[config.mk]
export PLATFORM = sky130hd
export DESIGN_NAME = mmul_host_flat
export DESIGN_NICKNAME = d
export VERILOG_FILES = /design/src/rtl/mmul_host_if.sv /design/src/rtl/mmul_host.sv /design/src/flat_wrapper.sv
export SDC_FILE = /design/constraint.sdc
export NUM_CORES = 1
export LEC_CHECK = 0
export CORE_MARGIN = 10
export CORE_UTILIZATION = 35
export CTS_CLUSTER_SIZE = 8
export DETAILED_ROUTE_END_ITERATION = 10
export SETUP_SLACK_MARGIN = 0.02
export SYNTH_ARGS = -nofsm -noshare
export SYNTH_HDL_FRONTEND = slang
export SYNTH_SLANG_ARGS = --single-unit
[constraint.sdc]
create_clock -name clk -period 7.9 [get_ports clk]
set_input_delay 2.37 -clock clk [delete_from_list [all_inputs] [get_ports clk]]
set_output_delay 2.37 -clock clk [all_outputs]
set_load 0.02 [all_outputs]
[src/rtl/mmul_host_if.sv]
// Enable/done link between the host-side initiator and the matrix-multiply core.
// The operand and result buses pack element (i,j) at bits [(i*N+j)*ELEM_W +: ELEM_W].
interface mmul_host_if #(
    parameter int ELEM_W = 8,
    parameter int N      = 3
);
    localparam int BUS_W = N * N * ELEM_W;

    logic             mmul_enable;
    logic [BUS_W-1:0] mmul_mat_a;
    logic [BUS_W-1:0] mmul_mat_b;
    logic [BUS_W-1:0] mmul_result;
    logic             mmul_done;

    modport master (
        output mmul_enable,
        output mmul_mat_a,
        output mmul_mat_b,
        input  mmul_result,
        input  mmul_done
    );

    modport slave (
        input  mmul_enable,
        input  mmul_mat_a,
        input  mmul_mat_b,
        output mmul_result,
        output mmul_done
    );
endinterface

[src/rtl/mmul_host.sv]
// Byte-stream front end for the mmul core: loads A then B, raises enable until done,
// then streams the latched result back out, with a sticky timeout abort.
module mmul_host #(
    parameter int ELEM_W  = 8,
    parameter int N       = 3,
    parameter int TIMEOUT = 1024
) (
    input  logic              clk,
    input  logic              reset,
    input  logic              in_valid,
    output logic              in_ready,
    input  logic [ELEM_W-1:0] in_data,
    mmul_host_if.master       mmul,
    output logic              out_valid,
    input  logic              out_ready,
    output logic [ELEM_W-1:0] out_data,
    output logic              busy,
    output logic              timeout_err
);
    localparam int NN    = N * N;
    localparam int BUS_W = NN * ELEM_W;
    localparam int CNT_W = $clog2(2 * NN + 1);
    localparam int TMR_W = $clog2(TIMEOUT + 1);

    localparam logic [CNT_W-1:0] LAST_IN  = CNT_W'(2 * NN - 1);
    localparam logic [CNT_W-1:0] LAST_OUT = CNT_W'(NN - 1);
    localparam logic [TMR_W-1:0] TMR_LAST = TMR_W'(TIMEOUT - 1);

    typedef enum logic [1:0] {
        S_LOAD     = 2'd0,
        S_REQ      = 2'd1,
        S_WAIT_LOW = 2'd2,
        S_SEND     = 2'd3
    } state_e;

    state_e            state_q, state_d;
    logic [CNT_W-1:0]  count_q, count_d;
    logic [TMR_W-1:0]  timer_q, timer_d;
    logic [BUS_W-1:0]  mat_a_q, mat_a_d;
    logic [BUS_W-1:0]  mat_b_q, mat_b_d;
    logic [BUS_W-1:0]  res_q, res_d;
    logic              enable_q, enable_d;
    logic              in_ready_q, in_ready_d;
    logic              out_valid_q, out_valid_d;
    logic [ELEM_W-1:0] out_data_q, out_data_d;
    logic              busy_q, busy_d;
    logic              timeout_err_q, timeout_err_d;

    function automatic logic [ELEM_W-1:0] elem_at(input logic [BUS_W-1:0] bus,
                                                  input logic [CNT_W-1:0] idx);
        logic [ELEM_W-1:0] sel;
        sel = '0;
        for (int k = 0; k < NN; k++) begin
            sel = (idx == CNT_W'(k)) ? bus[k*ELEM_W +: ELEM_W] : sel;
        end
        return sel;
    endfunction

    // Next-state and next-output computation for the load/request/drain/send sequence.
    always_comb begin
        state_d       = state_q;
        count_d       = count_q;
        timer_d       = timer_q;
        mat_a_d       = mat_a_q;
        mat_b_d       = mat_b_q;
        res_d         = res_q;
        enable_d      = enable_q;
        in_ready_d    = in_ready_q;
        out_valid_d   = out_valid_q;
        out_data_d    = out_data_q;
        timeout_err_d = timeout_err_q;

        case (state_q)
            S_LOAD: begin
                if (in_valid && in_ready_q) begin
                    // Count 0..NN-1 addresses A, NN..2*NN-1 addresses B.
                    for (int k = 0; k < NN; k++) begin
                        mat_a_d[k*ELEM_W +: ELEM_W] = (count_q == CNT_W'(k))
                            ? in_data : mat_a_q[k*ELEM_W +: ELEM_W];
                        mat_b_d[k*ELEM_W +: ELEM_W] = (count_q == CNT_W'(NN + k))
                            ? in_data : mat_b_q[k*ELEM_W +: ELEM_W];
                    end
                    if (count_q == LAST_IN) begin
                        state_d    = S_REQ;
                        count_d    = '0;
                        timer_d    = '0;
                        in_ready_d = 1'b0;
                        enable_d   = 1'b1;
                    end else begin
                        count_d = count_q + CNT_W'(1);
                    end
                end else begin
                    count_d = count_q;
                end
            end
            S_REQ: begin
                if (mmul.mmul_done) begin
                    res_d    = mmul.mmul_result;
                    enable_d = 1'b0;
                    state_d  = S_WAIT_LOW;
                end else if (timer_q == TMR_LAST) begin
                    // Zeroed result still gets streamed so the host stays frame-aligned.
                    res_d         = '0;
                    timeout_err_d = 1'b1;
                    enable_d      = 1'b0;
                    state_d       = S_WAIT_LOW;
                end else begin
                    timer_d = timer_q + TMR_W'(1);
                end
            end
            S_WAIT_LOW: begin
                if (!mmul.mmul_done) begin
                    state_d     = S_SEND;
                    count_d     = '0;
                    out_valid_d = 1'b1;
                    out_data_d  = elem_at(res_q, '0);
                end else begin
                    state_d = S_WAIT_LOW;
                end
            end
            S_SEND: begin
                if (out_valid_q && out_ready) begin
                    if (count_q == LAST_OUT) begin
                        state_d     = S_LOAD;
                        count_d     = '0;
                        out_valid_d = 1'b0;
                        in_ready_d  = 1'b1;
                    end else begin
                        count_d    = count_q + CNT_W'(1);
                        out_data_d = elem_at(res_q, count_q + CNT_W'(1));
                    end
                end else begin
                    count_d = count_q;
                end
            end
            default: begin
                state_d     = S_LOAD;
                count_d     = '0;
                enable_d    = 1'b0;
                in_ready_d  = 1'b1;
                out_valid_d = 1'b0;
            end
        endcase

        busy_d = !((state_d == S_LOAD) && (count_d == '0));
    end

    // State and output registers with synchronous reset.
    always_ff @(posedge clk) begin
        if (reset) begin
            state_q       <= S_LOAD;
            count_q       <= '0;
            timer_q       <= '0;
            mat_a_q       <= '0;
            mat_b_q       <= '0;
            res_q         <= '0;
            enable_q      <= 1'b0;
            in_ready_q    <= 1'b1;
            out_valid_q   <= 1'b0;
            out_data_q    <= '0;
            busy_q        <= 1'b0;
            timeout_err_q <= 1'b0;
        end else begin
            state_q       <= state_d;
            count_q       <= count_d;
            timer_q       <= timer_d;
            mat_a_q       <= mat_a_d;
            mat_b_q       <= mat_b_d;
            res_q         <= res_d;
            enable_q      <= enable_d;
            in_ready_q    <= in_ready_d;
            out_valid_q   <= out_valid_d;
            out_data_q    <= out_data_d;
            busy_q        <= busy_d;
            timeout_err_q <= timeout_err_d;
        end
    end

    assign in_ready         = in_ready_q;
    assign mmul.mmul_enable = enable_q;
    assign mmul.mmul_mat_a  = mat_a_q;
    assign mmul.mmul_mat_b  = mat_b_q;
    assign out_valid        = out_valid_q;
    assign out_data         = out_data_q;
    assign busy             = busy_q;
    assign timeout_err      = timeout_err_q;
endmodule

[src/flat_wrapper.sv]
// flat-port wrapper written by rule: the top's interface ports become plain ports
module mmul_host_flat 
#(
    parameter int ELEM_W  = 8,
    parameter int N       = 3,
    parameter int TIMEOUT = 1024
)
  (clk, reset, in_valid, in_ready, in_data, out_valid, out_ready, out_data, busy, timeout_err, mmul_mmul_enable, mmul_mmul_mat_a, mmul_mmul_mat_b, mmul_mmul_result, mmul_mmul_done);
  mmul_host_if #(.ELEM_W(ELEM_W), .N(N)) mmul_i ();
  input  logic clk;
  input  logic reset;
  input  logic in_valid;
  output logic in_ready;
  input  logic [ELEM_W-1:0] in_data;
  output logic out_valid;
  input  logic out_ready;
  output logic [ELEM_W-1:0] out_data;
  output logic busy;
  output logic timeout_err;
  output wire logic [$bits(mmul_i.mmul_enable)-1:0] mmul_mmul_enable;
  output wire logic [$bits(mmul_i.mmul_mat_a)-1:0] mmul_mmul_mat_a;
  output wire logic [$bits(mmul_i.mmul_mat_b)-1:0] mmul_mmul_mat_b;
  input wire logic [$bits(mmul_i.mmul_result)-1:0] mmul_mmul_result;
  input wire logic [$bits(mmul_i.mmul_done)-1:0] mmul_mmul_done;
  assign mmul_mmul_enable = mmul_i.mmul_enable;
  assign mmul_mmul_mat_a = mmul_i.mmul_mat_a;
  assign mmul_mmul_mat_b = mmul_i.mmul_mat_b;
  assign mmul_i.mmul_result = mmul_mmul_result;
  assign mmul_i.mmul_done = mmul_mmul_done;
  mmul_host #(.ELEM_W(ELEM_W), .N(N), .TIMEOUT(TIMEOUT)) u_core (.clk(clk), .reset(reset), .in_valid(in_valid), .in_ready(in_ready), .in_data(in_data), .mmul(mmul_i), .out_valid(out_valid), .out_ready(out_ready), .out_data(out_data), .busy(busy), .timeout_err(timeout_err));
endmodule
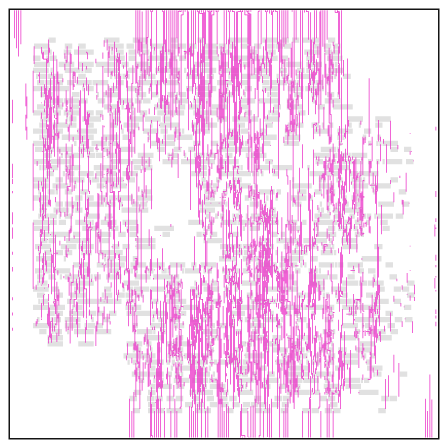
**Above:** M2 wires.
longest straight run	69.9 um
main direction	vertical
final wirelength: 35,920 um
via count: 9,230
GR Util met2: 29.03%

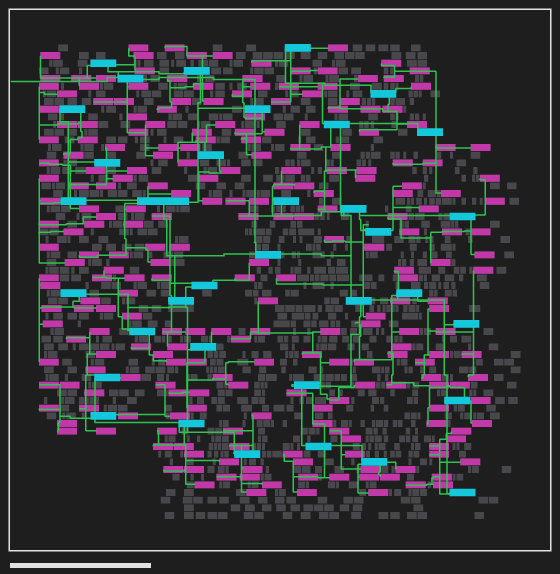
**Above:** clock distribution.
Bar = 50 um.
[clock wires] green | length: 3,470 um
[flip-flops] magenta | count: 247
[clock drivers] cyan | count: 36
routed clock nets	37

==> GITHUB_STEP_SUMMARY <==
### Flow metrics

| Metric | Value |
|---|---|
| Status | completed |
| Clock power share | about 49% |
| CP Data Arrival Time | 4910 ps |
| Initial drt markers | 694 |
| Yosys synthesis chip area | 10,310 sq um |
| Yosys reg bits | 247 |
| Die height | 191.6 um |
| GRT Residual Overflow | 0 |
| Port Buffers | 241 |
| Most used DFF post-synth | dfxtp_1 |
| Critical Path Fanout Max | 42 |
| Max stage delay on crit path | 900 ps |
| Post-synthesis instance total | around 1,200 |
| DRC violations left | 0 |
| Max Used Layer | met4 |
| Commonest Layout Cell | dfxtp_1 |
| CTS tree | yes |
| Clock latency on the worst-skew pair | 500 ps |
| Worst Path Buf+Inv | 3 |
| Slew Viols, Final | 0 |
| CP max stage cell | nor3_4 |
| # H-tree levels | 2 |
| RSZ-0062 raised after global routing | false |
| Syn_area_per_cell | 8.954 sq um |
| Row count | 62 |
| Mux share | 11.86% |
| Largest net degree at the start of global routing | 97 |
| Family with the most delay on the worst path | buffers and inverters |
| Lkg Pwr | 5.264 nW |
| Crit path depth | 6 |
| Total chip power | roughly 2.8 mW |
| RR Startpoint | u_core.count_q[0]$_SDFF_PP0_ |
| Fmax | 0.2232 GHz |
| Vias per Instance | about 5.3 |
| Biggest combinational cell group after synthesis | simple AND/OR/NAND/NOR gates |
| XOR-XNOR Cells, Area Fraction | 0.08498% |
| Reg clk slew, reported paths | 50 ps |
| Setup Buffers After CTS | 0 |
| P_clk | around 1.4 mW |
| CTS max path bufs | 3 |
| Reg-to-Reg End | u_core.mmul.mmul_mat_a[12]$_SDFFE_PP0P_ |
| Cts repair resizes | 0 |
| Die x size | ~190 um |
| Placer Congestion | ~0.85 |
| Router iterations before antenna repair | 5 |
| Setup crit end | u_core.res_q[68]$_SDFFE_PP0P_ |
| Post-CTS Hold Fix Bufs | 0 |
| Setup TNS | 0 ps |
| Die area | about 37,000 sq um |
| Main power group | clock |
| Area grow syn2layout | 34.19% |
| Sw Ratio | 22.78% |
| Vias in the first global route | 9,089 |
| Critical path endpoint category | flip-flop |
| Detailed Place HPWL | 24,610 um |
| Most frequent logic cells in the routed design | dfxtp_1 (247), clkdlybuf4s50_1 (240), nor2_1 (225), mux2i_1 (121), a22oi_1 (74) |
| Crit Path Category | in2reg |
| Psw | 0.6339 mW |
| Initial antenna violation count | 1 |
| Endpoint, Worst Hold | u_core.timer_q[10]$_SDFFE_PP0P_ |
| Worst slew margin | 10.51% |
| Tcrit/Tclk final | a little under three fifths |
| ANT nets after route | 0 |
| Mapped Area | 10,310 sq um |
| Worst path cell trace | clkdlybuf4s50_1 > inv_1 > nor3_4 > buf_4 > a22oi_1 > nor2_1 |
| Core area | around 29,000 sq um |
| Yosys warnings | 0 |
| Tool Warnings | 30 |
| Critical path startpoint | mmul_mmul_done |
| CTS Buf Count | 36 |
| Clk root buf | clkbuf_16 |
| Distinct lib cells used | 70 |
| Number of hold violations in the final report | 0 |
| Comb power frac | ~6.2% |
| Setup-failing EPs final | 0 |
| WHS | 425.1 ps |
| Adder Share, Synth | less than 1% |
| Layout cells sized above 1 | 5.576% |
| P_comb | 0.173 mW |
| Core Util at FP | 35.71% |
| Asr flop ratio synth | 0% |
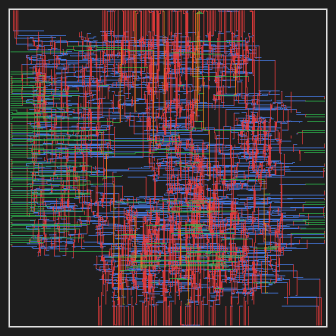
**Above:** signal wires by layer.
layer	color	wire length
metal 4	orange	845 um
metal 3	green	3,690 um
metal 2	red	16,100 um
metal 1	blue	15,300 um

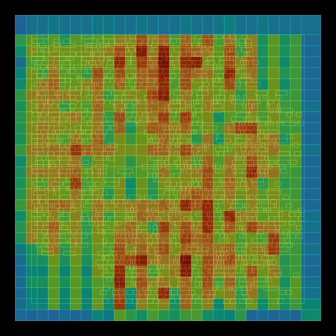
**Above:** routing congestion map.
GR peak layer: met2
DR WL/cell: 20.75 um
final design utilization: 47.92%
met1 Usage GRT: 23.68%
met3 usage: 7.653%

[final cells by class]
class,instances,area [sq um]
Timing Repair Buffer,248,2466
Clock buffer,38,929.6
Antenna cell,2,5.005
Fill cell,2806,15030
Tap cell,384,480.5
Clock inverter,2,17.52
Inverter,17,63.81
Multi-Input combinational cell,793,4922
Sequential cell,247,4945
[state kept, by name (all words and copies together) (netlist names), 2 cells and up]
signal                  cells
u_core.count_q              5
u_core.out_data             8
u_core.state_q              2
u_core.mmul.mmul_mat_b     72
u_core.mmul.mmul_mat_a     72
u_core.res_q               72
u_core.timer_q             11
[stage by stage]
| stage | util, % | worst slack (ps) | std cells | cell area [sq um] |
|---|---|---|---|---|
| floorplan | - | 4144 | 1151 | 10310 |
| global placement | 44.62 | 3009 | 1689 | 12880 |
| detailed placement | 44.62 | 2943 | 1689 | 12880 |
| CTS | 47.91 | 3416 | 1729 | 13820 |
| global route | 47.91 | 3171 | 1729 | 13820 |
| finish | 47.92 | 3419 | 1731 | 13830 |
[Yosys cell counts (all sizes together), types with 3 or more instances]
master   instances  share of area, %
buf             17              0.92
nand2           72               2.6
o221a            6              0.66
nand3b           8              0.58
o21ai           20               1.0
a211oi          13              0.95
nor4             5              0.30
a31oi           13              0.79
clkbuf          77               2.8
ha               7              0.85
nand4            6              0.42
and3b            3              0.25
inv             15              0.55
a22oi           74               5.4
or4              6              0.44
mux2i          121                12
and3             8              0.49
a21oi           64               3.1
or2              3              0.18
nor3b            8              0.58
nor2           229               8.4
dfxtp          247                48
nand3           35               1.7
nand2b           5              0.30
o2111ai          4              0.34
and4bb           3              0.36
nor3            14              0.84
nor2b            3              0.18
a41o             6              0.58
and2            12              0.73
o211ai           7              0.51
or3              5              0.30
Power figures rest on the tool's default switching activity, not on a simulated workload.
